placed.png
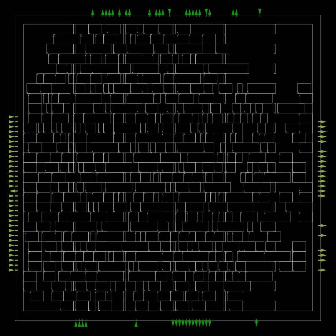
util_map.png
8 x 8 tiles, from white (low) to dark blue (high), 0 to 100% covered.
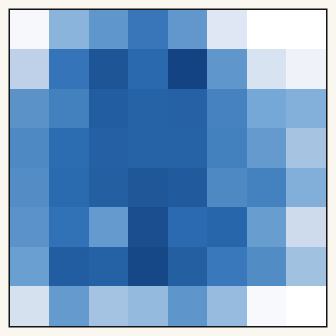
m3.png
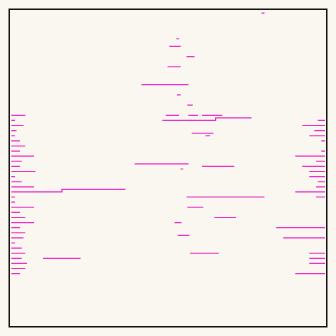
==> config.mk <==
export PLATFORM = sky130hd
export DESIGN_NAME = matmul_seq_ctrl
export DESIGN_NICKNAME = d
export VERILOG_FILES = /design/src/rtl/matmul_pkg.sv /design/src/rtl/pipe_delay.sv /design/src/rtl/matmul_seq_ctrl.sv
export SDC_FILE = /design/constraint.sdc
export NUM_CORES = 1
export LEC_CHECK = 0
export CORE_MARGIN = 2
export CORE_UTILIZATION = 50
export CTS_BUF_LIST = sky130_fd_sc_hd__clkbuf_8 sky130_fd_sc_hd__clkbuf_16
export CTS_CLUSTER_SIZE = 10
export DETAILED_ROUTE_END_ITERATION = 16
export PLACE_DENSITY = 0.86
export SYNTH_ARGS = -nofsm -noshare
export SYNTH_HDL_FRONTEND = slang
export SYNTH_SLANG_ARGS = --single-unit
==> constraint.sdc <==
create_clock -name clk -period 4.5 [get_ports clk]
set_clock_uncertainty 0.15 [all_clocks]
set_input_delay 0.9 -clock clk [delete_from_list [all_inputs] [get_ports clk]]
set_output_delay 0.9 -clock clk [all_outputs]
set_load 0.01 [all_outputs]
==> qor.yml <==
fp.dieH_um: 84.1
ys_sh_mux_pct: 0.312
worstSetupPathType: "input port to flip-flop"
crit_slowest_cell: "or4_4"
finalPower_uw: 1040
final_layout_size_suffix_gt1_share_pct: 4.49
worst_r2r_path_depth: 5
nets: 494
rsz0062_at_grt: "no"
viasPerCell: 5.50
htreeDepth: 2
cts_setup_buffers: 0
first_pass_iters: 4
fmaxAchievable_mhz: 324
io_buffers: 93
grt_max_degree: 39
most_common_cell: "nor2_1"
worst_ep_arrival_time_ps: 3170
outcome: "finished, final reports clean"
top_layer: "met4"
tightestPinTransition_ps: 785
cts_tree: "done"
slew_headroom_pct: 47.6
fp_nets: 428
hpwl_um: 5910
ys_ff: 54
finalSetupViolCount: 0
grt-ovfl-total: 0
logic_family: "simple AND/OR/NAND/NOR gates"
worstHoldPathType: "flip-flop to flip-flop"
synth.area.top_cells: "dfxtp_1 34%, xnor2_1 11%, nor2_1 6.9%"
worstPathCellList: "clkdlybuf4s50_1 -> or4_4 -> nor4b_4 -> xor2_1 -> nor4_2 -> nand2b_1 -> a41oi_1"
xor_area_share_pct: 16.1
ctsLongestPathBuffers: 2
post_drt_wl_per_cell_um: 14.6
crit_path_end_kind: "flip-flop"
grt_pass1_wl_um: 13000
grt_pass1_vias: 2870
cp-start-kind: "input port"
power-per-cell-area_nw_per_um2: 251
holdBufCountCts: 0
use_met2_pct: 38.2
dieArea_um2: 7080
common_cells: "59 x nor2_1, 54 x dfxtp_1, 42 x xnor2_1"
insertion_delay_ps: 300
antenna_found_initial: 0
numClockSinks: 54
remaining_drc_errors: 0
Notes on placed.png above:
Tapcell Cnt: 77
Fillers: 522
utilization after layout: 65.9%
Cell Count, Final, Fillers Out: 522

Notes on util_map.png above:
mean over tiles	57%
emptiest ninth of the die	upper right
densest ninth of the die	centre
Core Util at FP: 51.2%
core box area: 6280 µm²

Notes on m3.png above:
share of all routed wire	4.6%
main direction	horizontal
longest straight run	20.5 µm
wire length on this layer	351 µm
final wirelength: 7600 µm
GR Util met3: 3.34%
routed via count: 2,869

## placed cells by master (no fill, tap or decap), types with 2 or more instances in the layout
| cell type | n |
|---|---|
| clkdlybuf4s50_1 | 93 |
| nor2_1 | 59 |
| dfxtp_1 | 54 |
| xnor2_1 | 42 |
| a211oi_1 | 23 |
| xor2_1 | 17 |
| a21oi_1 | 17 |
| o21ai_0 | 15 |
| inv_1 | 12 |
| nand3b_1 | 10 |
| nand2_1 | 10 |
| and3_1 | 10 |
| ha_1 | 10 |
| nor3_1 | 9 |
| nand4_1 | 7 |
| nand3_1 | 7 |
| nor3b_1 | 6 |
| clkbuf_8 | 6 |
| or3_1 | 4 |
| nor4_1 | 4 |
| nor2b_1 | 3 |
| buf_4 | 3 |
| o31ai_1 | 2 |
| a311oi_1 | 2 |
## layout make-up
class	instances	area [µm²]
Timing Repair Buffer	96	953
Clock inverter	1	30.0
Fill cell	522	2140
Sequential cell	54	1080
Tap cell	77	96.3
Clock buffer	6	82.6
Multi-Input combinational cell	276	1850
Inverter	12	45.0
## critical path, delay by kind of cell
kind                      cells  cell delay, ps
AOI/OAI and AO/OA             1             210
buffers and inverters         1             510
and+or+nand+nor               4            1440
xor gates and xnor gates      1             110
## through the flow
step | instance area [µm²] | std cells | worst slack [ps] | util [%]
2_1_floorplan | 3210 | 379 | 1870 | -
3_3_place_gp | 4020 | 515 | 1160 | 64.1
3_5_place_dp | 4020 | 515 | 1120 | 64.1
4_1_cts | 4140 | 522 | 1430 | 65.9
5_1_grt | 4140 | 522 | 1300 | 65.9
6_report | 4140 | 522 | 1410 | 65.9
## where the power goes
group          total [µW]  internal, µW  leakage (µW)  switching, µW
clock                 332           178     0.0000573            153
combinational         186          94.1      0.000978           92.0
sequential            521           502      0.000441           18.7
total                1040           774       0.00148            264
Power figures rest on the tool's default switching activity, not on a simulated workload.
